## config.mk

```make
export PLATFORM = sky130hd
export DESIGN_NAME = avmm_wb_burst_bridge
export DESIGN_NICKNAME = d
export VERILOG_FILES = /design/src/rtl/avmm_wb_pkg.sv /design/src/rtl/avmm_wb_burst_bridge_watchdog.sv /design/src/rtl/avmm_wb_burst_bridge.sv
export SDC_FILE = /design/constraint.sdc
export NUM_CORES = 1
export LEC_CHECK = 0
export CAP_MARGIN = 20
export CORE_ASPECT_RATIO = 0.7
export CORE_MARGIN = 2
export CORE_UTILIZATION = 48
export DETAILED_ROUTE_END_ITERATION = 6
export PLACE_DENSITY = 0.91
export SYNTH_ARGS = -nofsm -noshare
export SYNTH_HDL_FRONTEND = slang
export SYNTH_HIERARCHICAL = 1
export SYNTH_SLANG_ARGS = --single-unit
```

## constraint.sdc

```tcl
create_clock -name clk_clk -period 7.3 [get_ports clk_clk]
set_clock_uncertainty 0.05 [all_clocks]
set_input_delay 0.73 -clock clk_clk [delete_from_list [all_inputs] [get_ports clk_clk]]
set_output_delay 0.73 -clock clk_clk [all_outputs]
set_load 0.02 [all_outputs]
```

## src/rtl/avmm_wb_pkg.sv

```systemverilog
// Shared types and encodings for the Avalon-MM to Wishbone burst bridge.
package avmm_wb_pkg;

  typedef enum logic [1:0] {
    ST_IDLE    = 2'd0,
    ST_XFER    = 2'd1,
    ST_RETRY   = 2'd2,
    ST_WR_WAIT = 2'd3
  } state_e;

  localparam logic [1:0] RESP_OKAY   = 2'b00;
  localparam logic [1:0] RESP_SLVERR = 2'b10;
  localparam logic [1:0] RESP_DECERR = 2'b11;

  localparam logic [2:0] CTI_CLASSIC = 3'b000;
  localparam logic [2:0] CTI_INCR    = 3'b010;
  localparam logic [2:0] CTI_EOB     = 3'b111;

  // Burst write response: SLVERR dominates DECERR, which dominates OKAY.
  function automatic logic [1:0] resp_merge(input logic [1:0] cur, input logic [1:0] nw);
    if (cur == RESP_SLVERR || nw == RESP_SLVERR) return RESP_SLVERR;
    if (cur == RESP_DECERR || nw == RESP_DECERR) return RESP_DECERR;
    return RESP_OKAY;
  endfunction

endpackage

```

## src/rtl/avmm_wb_burst_bridge_watchdog.sv

```systemverilog
// Per-beat stall (timeout) and retry counters for the Wishbone master side.
module wb_beat_watchdog #(
  parameter int TIMEOUT   = 255,
  parameter int RETRY_MAX = 3
) (
  input  logic clk,
  input  logic rst,
  input  logic stb,
  input  logic term,
  input  logic rty_take,
  input  logic beat_done,
  output logic timeout,
  output logic retry_exh
);

  localparam int STALL_W = (TIMEOUT < 2) ? 1 : $clog2(TIMEOUT + 1);
  localparam int RTY_W   = (RETRY_MAX < 2) ? 1 : $clog2(RETRY_MAX + 1);

  logic [STALL_W-1:0] stall_q, stall_d;
  logic [RTY_W-1:0]   rty_q, rty_d;

  always_comb begin
    timeout   = stb && !term && (stall_q == STALL_W'(TIMEOUT - 1));
    retry_exh = (rty_q == RTY_W'(RETRY_MAX));
    stall_d   = (!stb || term || timeout) ? '0 : stall_q + STALL_W'(1);
    rty_d     = rty_q;
    if (beat_done)     rty_d = '0;
    else if (rty_take) rty_d = rty_q + RTY_W'(1);
  end

  always_ff @(posedge clk) begin
    if (rst) begin
      stall_q <= '0;
      rty_q   <= '0;
    end else begin
      stall_q <= stall_d;
      rty_q   <= rty_d;
    end
  end

endmodule

```

## src/rtl/avmm_wb_burst_bridge.sv

```systemverilog
// Avalon-MM slave to Wishbone B4 master bridge with incrementing bursts,
// err/rty/timeout handling and Avalon response reporting.
module avmm_wb_burst_bridge
  import avmm_wb_pkg::*;
#(
  parameter int DATA_W    = 32,
  parameter int ADDR_W    = 32,
  parameter int BURST_W   = 4,
  parameter int TIMEOUT   = 255,
  parameter int RETRY_MAX = 3,
  parameter int CTI_EN    = 1
) (
  input  logic                clk_clk,
  input  logic                reset_reset,
  input  logic [ADDR_W-1:0]   avs_address,
  input  logic                avs_read,
  input  logic                avs_write,
  input  logic [DATA_W/8-1:0] avs_byteenable,
  input  logic [DATA_W-1:0]   avs_writedata,
  input  logic [BURST_W-1:0]  avs_burstcount,
  output logic                avs_waitrequest,
  output logic [DATA_W-1:0]   avs_readdata,
  output logic                avs_readdatavalid,
  output logic [1:0]          avs_response,
  output logic                avs_writeresponsevalid,
  output logic                wb_cyc_o,
  output logic                wb_stb_o,
  output logic                wb_we_o,
  output logic [ADDR_W-1:0]   wb_adr_o,
  output logic [DATA_W/8-1:0] wb_sel_o,
  output logic [DATA_W-1:0]   wb_dat_o,
  output logic [2:0]          wb_cti_o,
  output logic [1:0]          wb_bte_o,
  input  logic [DATA_W-1:0]   wb_dat_i,
  input  logic                wb_ack_i,
  input  logic                wb_err_i,
  input  logic                wb_rty_i,
  output logic [15:0]         err_count
);

  localparam int BE_W = DATA_W / 8;
  localparam logic [ADDR_W-1:0] ADR_STEP = ADDR_W'(BE_W);

  state_e              state_q, state_d;
  logic                cyc_q, cyc_d, stb_q, stb_d, we_q, we_d;
  logic [ADDR_W-1:0]   adr_q, adr_d;
  logic [BE_W-1:0]     sel_q, sel_d;
  logic [DATA_W-1:0]   wdat_q, wdat_d;
  logic [2:0]          cti_q, cti_d;
  logic                waitreq_q, waitreq_d;
  logic [DATA_W-1:0]   rdata_q, rdata_d;
  logic                rdv_q, rdv_d, wrv_q, wrv_d;
  logic [1:0]          resp_q, resp_d, sticky_q, sticky_d;
  logic [15:0]         errc_q, errc_d;
  logic [BURST_W-1:0]  beats_q, beats_d, blen;
  logic                is_burst_q, is_burst_d;

  logic beat_act, t_err, t_rty, t_ack, t_to, beat_done;
  logic wd_timeout, wd_retry_exh;
  logic [1:0] beat_resp;

  function automatic logic [15:0] sat_inc(input logic [15:0] c);
    return (c == 16'hFFFF) ? c : c + 16'd1;
  endfunction

  function automatic logic [2:0] cti_for(input logic [BURST_W-1:0] left, input logic burst);
    if (CTI_EN == 0 || !burst) return CTI_CLASSIC;
    return (left == BURST_W'(1)) ? CTI_EOB : CTI_INCR;
  endfunction

  wb_beat_watchdog #(
    .TIMEOUT   (TIMEOUT),
    .RETRY_MAX (RETRY_MAX)
  ) u_watchdog (
    .clk       (clk_clk),
    .rst       (reset_reset),
    .stb       (stb_q),
    .term      (wb_ack_i || wb_err_i || wb_rty_i),
    .rty_take  (t_rty),
    .beat_done (beat_done),
    .timeout   (wd_timeout),
    .retry_exh (wd_retry_exh)
  );

  // Termination priority: err > rty > ack > timeout; exhausted rty counts as err.
  always_comb begin
    beat_act  = (state_q == ST_XFER) && stb_q;
    t_err     = beat_act && (wb_err_i || (wb_rty_i && wd_retry_exh));
    t_rty     = beat_act && !wb_err_i && wb_rty_i && !wd_retry_exh;
    t_ack     = beat_act && !wb_err_i && !wb_rty_i && wb_ack_i;
    t_to      = beat_act && !wb_err_i && !wb_rty_i && !wb_ack_i && wd_timeout;
    beat_done = t_ack || t_err || t_to;
    beat_resp = t_err ? RESP_SLVERR : (t_to ? RESP_DECERR : RESP_OKAY);
  end

  always_comb begin
    state_d    = state_q;
    cyc_d      = cyc_q;
    stb_d      = stb_q;
    we_d       = we_q;
    adr_d      = adr_q;
    sel_d      = sel_q;
    wdat_d     = wdat_q;
    cti_d      = cti_q;
    waitreq_d  = waitreq_q;
    rdata_d    = rdata_q;
    rdv_d      = 1'b0;
    wrv_d      = 1'b0;
    resp_d     = resp_q;
    sticky_d   = sticky_q;
    errc_d     = errc_q;
    beats_d    = beats_q;
    is_burst_d = is_burst_q;
    blen       = (avs_burstcount == '0) ? BURST_W'(1) : avs_burstcount;

    case (state_q)
      ST_IDLE: begin
        waitreq_d = 1'b0;
        if ((avs_read || avs_write) && !waitreq_q) begin
          beats_d    = blen;
          is_burst_d = (blen != BURST_W'(1));
          adr_d      = avs_address;
          sel_d      = avs_byteenable;
          wdat_d     = avs_writedata;
          we_d       = !avs_read;
          cyc_d      = 1'b1;
          stb_d      = 1'b1;
          waitreq_d  = 1'b1;
          cti_d      = cti_for(blen, blen != BURST_W'(1));
          sticky_d   = RESP_OKAY;
          state_d    = ST_XFER;
        end
      end

      ST_XFER: begin
        if (t_rty) begin
          state_d = ST_RETRY;
          cyc_d   = 1'b0;
          stb_d   = 1'b0;
        end else if (beat_done) begin
          if (!we_q) begin
            rdv_d   = 1'b1;
            rdata_d = t_ack ? wb_dat_i : '0;
            resp_d  = beat_resp;
          end
          if (t_err || t_to) errc_d = sat_inc(errc_q);
          adr_d   = adr_q + ADR_STEP;
          beats_d = beats_q - BURST_W'(1);
          cti_d   = cti_for(beats_q - BURST_W'(1), is_burst_q);
          if (beats_q == BURST_W'(1)) begin
            state_d   = ST_IDLE;
            cyc_d     = 1'b0;
            stb_d     = 1'b0;
            waitreq_d = 1'b0;
            cti_d     = CTI_CLASSIC;
            if (we_q) begin
              wrv_d  = 1'b1;
              resp_d = resp_merge(sticky_q, beat_resp);
            end
            sticky_d = RESP_OKAY;
          end else if (we_q) begin
            // Hold the bus between write beats unless the beat timed out.
            state_d   = ST_WR_WAIT;
            stb_d     = 1'b0;
            cyc_d     = !t_to;
            waitreq_d = 1'b0;
            sticky_d  = resp_merge(sticky_q, beat_resp);
          end else if (t_to) begin
            state_d = ST_RETRY;
            cyc_d   = 1'b0;
            stb_d   = 1'b0;
          end
        end
      end

      ST_RETRY: begin
        state_d = ST_XFER;
        cyc_d   = 1'b1;
        stb_d   = 1'b1;
      end

      ST_WR_WAIT: begin
        cyc_d     = 1'b1;
        waitreq_d = 1'b0;
        if (avs_write && !waitreq_q) begin
          wdat_d    = avs_writedata;
          sel_d     = avs_byteenable;
          stb_d     = 1'b1;
          waitreq_d = 1'b1;
          state_d   = ST_XFER;
        end
      end

      default: state_d = ST_IDLE;
    endcase
  end

  always_ff @(posedge clk_clk) begin
    if (reset_reset) begin
      state_q    <= ST_IDLE;
      cyc_q      <= 1'b0;
      stb_q      <= 1'b0;
      we_q       <= 1'b0;
      adr_q      <= '0;
      sel_q      <= '0;
      wdat_q     <= '0;
      cti_q      <= CTI_CLASSIC;
      waitreq_q  <= 1'b1;
      rdata_q    <= '0;
      rdv_q      <= 1'b0;
      wrv_q      <= 1'b0;
      resp_q     <= RESP_OKAY;
      sticky_q   <= RESP_OKAY;
      errc_q     <= '0;
      beats_q    <= '0;
      is_burst_q <= 1'b0;
    end else begin
      state_q    <= state_d;
      cyc_q      <= cyc_d;
      stb_q      <= stb_d;
      we_q       <= we_d;
      adr_q      <= adr_d;
      sel_q      <= sel_d;
      wdat_q     <= wdat_d;
      cti_q      <= cti_d;
      waitreq_q  <= waitreq_d;
      rdata_q    <= rdata_d;
      rdv_q      <= rdv_d;
      wrv_q      <= wrv_d;
      resp_q     <= resp_d;
      sticky_q   <= sticky_d;
      errc_q     <= errc_d;
      beats_q    <= beats_d;
      is_burst_q <= is_burst_d;
    end
  end

  assign avs_waitrequest        = waitreq_q;
  assign avs_readdata           = rdata_q;
  assign avs_readdatavalid      = rdv_q;
  assign avs_response           = resp_q;
  assign avs_writeresponsevalid = wrv_q;
  assign wb_cyc_o               = cyc_q;
  assign wb_stb_o               = stb_q;
  assign wb_we_o                = we_q;
  assign wb_adr_o               = adr_q;
  assign wb_sel_o               = sel_q;
  assign wb_dat_o               = wdat_q;
  assign wb_cti_o               = cti_q;
  assign wb_bte_o               = 2'b00;
  assign err_count              = errc_q;

endmodule
```

==> images/layer_met1.png <==
(4 px per um) Supply wires on this layer in gray.
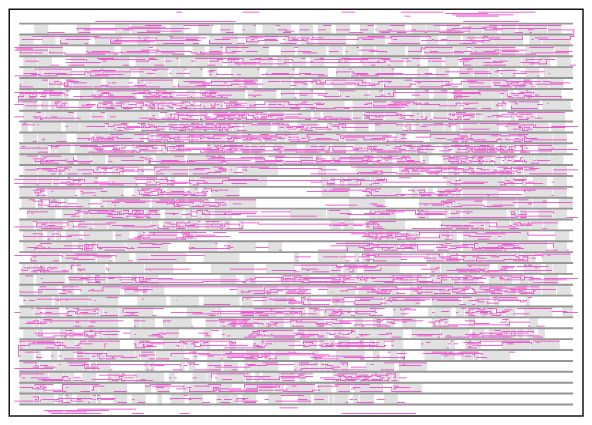
share of all routed wire = 44%
longest straight run = 40.0 um
Vias: 6833
grt met1 use: 37.33%
drt total wl: 20660 um

==> images/wires.png <==
(3 px per um) Only two layers are drawn.
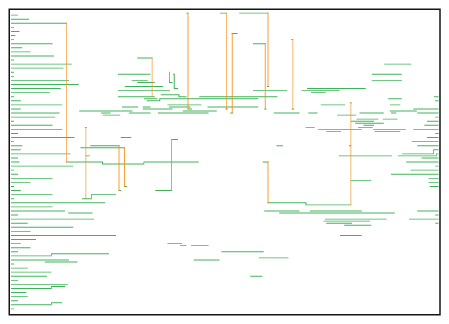
metal 4 -> orange  # wire length 335 um
metal 3 -> green  # wire length 1690 um

==> images/layer_met4.png <==
(3 px per um) Supply wires on this layer in gray.
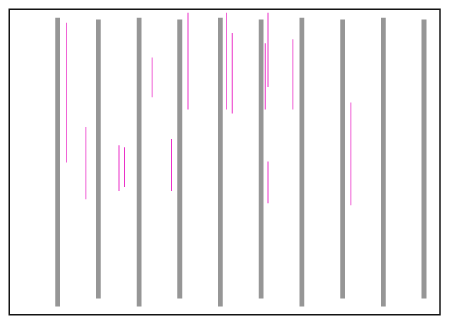
wire length on this layer = 335 um
nets with wire on the layer = 11
share of all routed wire = 1.6%
longest straight run = 46.2 um

==> images/congestion.png <==
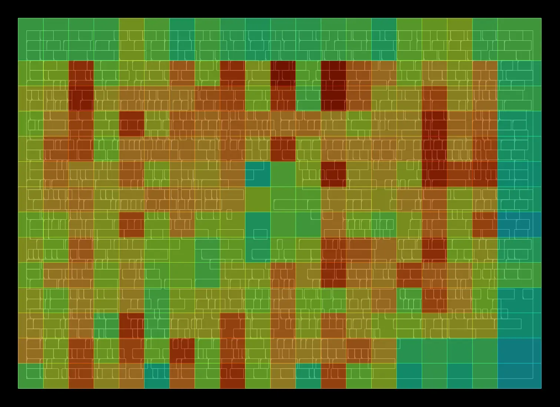
Post-Route Utilization: 73.34%
WL per Instance: 17.42 um
gr usage total: 27.76%

==> ci_impl_report.md <==
### Yosys + OpenROAD results

| Metric | Value |
|---|---|
| Worst-path fanout max | 48 |
| Share of post-route cells with drive strength above 1 | a little over 6% |
| Max layer used | met4 |
| Hpwl dp | 14600 um |
| Clk buf depth | 2 |
| PnR Total Power | between 0.002 and 0.003 W |
| Number of clock buffers in the layout | 19 |
| Number of enable flip-flop cells | 0 |
| Clock share of power | between 30% and 40% |
| Core area | 0.01318 mm^2 |
| Ys Warns | 6 |
| Yosys stat chip area | 0.006496 mm^2 |
| Fin crit period | between 3 and 4 ns |
| Worst Hold Slack | approximately 0.40 ns |
| Vias per cell | 5.761 |
| HP Start | wb_dat_o[2]$_SDFFE_PP0P_ |
| Tool warnings | 29 |
| Status | completed |
| DP Area | between 0.008 and 0.009 mm^2 |
| Tap Count | 185 |
| Port Buf Inserts | about 240 |
| Max power group | the clock network |
| Reg2Reg Depth | 8 |
| Net count, final | between 1000 and 1500 |
| Slowest cell on crit path | nand4b_1 |
| DP Worst Slack | ~3.6 ns |
| Synth cell types | 65 |
| Finish-stage setup viols | 0 |
| Logic power comb | between 0.0006 and 0.0007 W |
| Seq area share | between 30% and 40% |
| FF-to-FF setup slack | 4.35 ns |
| Slew HR | a little under two fifths |
| Sequential Power Share | 36.9% |
| Synth Instances | a little under 800 |
| Max stage delay on crit path | 0.55 ns |
| Setup total negative slack | 0 ns |
| Most frequent cells in the layout | clkdlybuf4s50_1, dfxtp_1, nand2_1 |
| Worst Hold Class | reg2reg |
| First-pass GRT wire length | 32380 um |
| Metal3 WL | 1686 um |
| CTS tree | yes |
| Critical Path Source | wb_rty_i |
| Worst-Margin Slew | roughly 0.94 ns |
| Flop Count | roughly 150 |
| RSZ-0062 raised after global routing | false |
| H-Tree Depth | 4 |
| Critical path data required time | 7.55 ns |
| Min-Delay Path Depth | 2 |
| Clock-pin slew on the worst setup and hold paths | about 0.06 ns |
| Max-cap violations | 0 |
| Largest net degree at the start of global routing | between 50 and 60 |
| Final slew viol count | 0 |
| Die height | between 100 and 150 um |
| FMAX | around 0.29 GHz |
| Count of cell instances traversed by the critical path | 8 |
| Fin cells | approximately 1200 |
| Vias in the first global route | 6449 |
| Syn Std Cell Area | ~0.0065 mm^2 |
| Worst setup EP type | register |
| Post-synth top flop | dfxtp_1 |
| Fin area | roughly 0.0097 mm^2 |
| Post-Place Cells | 1153 |
| Crit Reg-Reg Startpoint | u_watchdog/stall_q[3]$_SDFF_PP0_ |
| Worst VDD drop | around 0.00019 V |
| Remaining antenna violation count | 0 |
| CP endpoint | wb_adr_o[24]$_SDFFE_PP0P_ |
| Hold Path Sink | wb_dat_o[2]$_SDFFE_PP0P_ |
| Commonest Layout Cell | clkdlybuf4s50_1 |
| CP delay by family, top | simple AND/OR/NAND/NOR gates |
| Mi-comb count | ~570 |
| M1 WL | around 9100 um |
| Worst setup path class | in2reg |
| CP arrival | between 3 and 4 ns |
| Yosys cell count | 780 |
| Clock Latency Late Sink | 0.42 ns |
| Sw Ratio | 31.57% |
| Invs w/o clock | 12 |
| Buffering overhead | 25.71% |
| Residual DRC count | 0 |
| Clk sink count | around 150 |
| Largest class | combinational gates |
| Initial DRC Count | 447 |
| Met2 wire len | 9549 um |
| Die Size | 0.01449 mm^2 |
| Post-CTS setup buffers | 0 |
| Cts hold-fix bufs | 0 |
| CP startpoint kind | input pin |
-- metal layers --
metal,track usage [%],vias up
li1,-,3283
met1,37.33,3233
met2,44.39,286
met3,7.376,31
met4,7.768,0
met5,0,-
-- kinds of logic (layout without fill, tap and decap cells) --
logic type / Yosys count / count (layout) / synth area share (%)
adder cells (fa/ha/maj): 8 / 8 / 1.541
other: 1 / 2 / 0.05773
XOR/XNOR: 9 / 9 / 1.213
AND-OR/OR-AND: 254 / 254 / 25.62
flip-flops: 145 / 145 / 44.68
buffers and inverters: 71 / 291 / 4.314
AND/OR/NAND/NOR: 289 / 289 / 22.11
multiplexers: 3 / 3 / 0.4623
-- synthesized netlist by cell type (4+ instances only) --
library cell | n | area, um^2
dfxtp_1 | 145 | 2903
nand2_1 | 124 | 465.5
a21oi_1 | 96 | 480.5
clkbuf_1 | 51 | 191.4
o21ai_0 | 39 | 195.2
a22o_1 | 32 | 280.3
nor2_1 | 32 | 120.1
nand3_1 | 31 | 155.2
a211oi_1 | 19 | 142.6
nand4_1 | 18 | 112.6
inv_1 | 12 | 45.04
nor3_1 | 12 | 60.06
or3_1 | 11 | 68.82
and4_1 | 9 | 78.83
nand2b_1 | 9 | 56.30
a21o_1 | 8 | 60.06
ha_1 | 8 | 100.1
o31ai_1 | 7 | 52.55
xnor2_1 | 7 | 61.31
a311oi_1 | 6 | 52.55
and2_1 | 6 | 37.54
o22ai_1 | 6 | 37.54
o32ai_1 | 6 | 52.55
nor4_1 | 5 | 31.28
o211ai_1 | 5 | 37.54
or4_1 | 5 | 37.54
a31oi_1 | 4 | 25.02
and3_1 | 4 | 25.02
nor3b_1 | 4 | 30.03
Power and IR drop assume default switching activity.
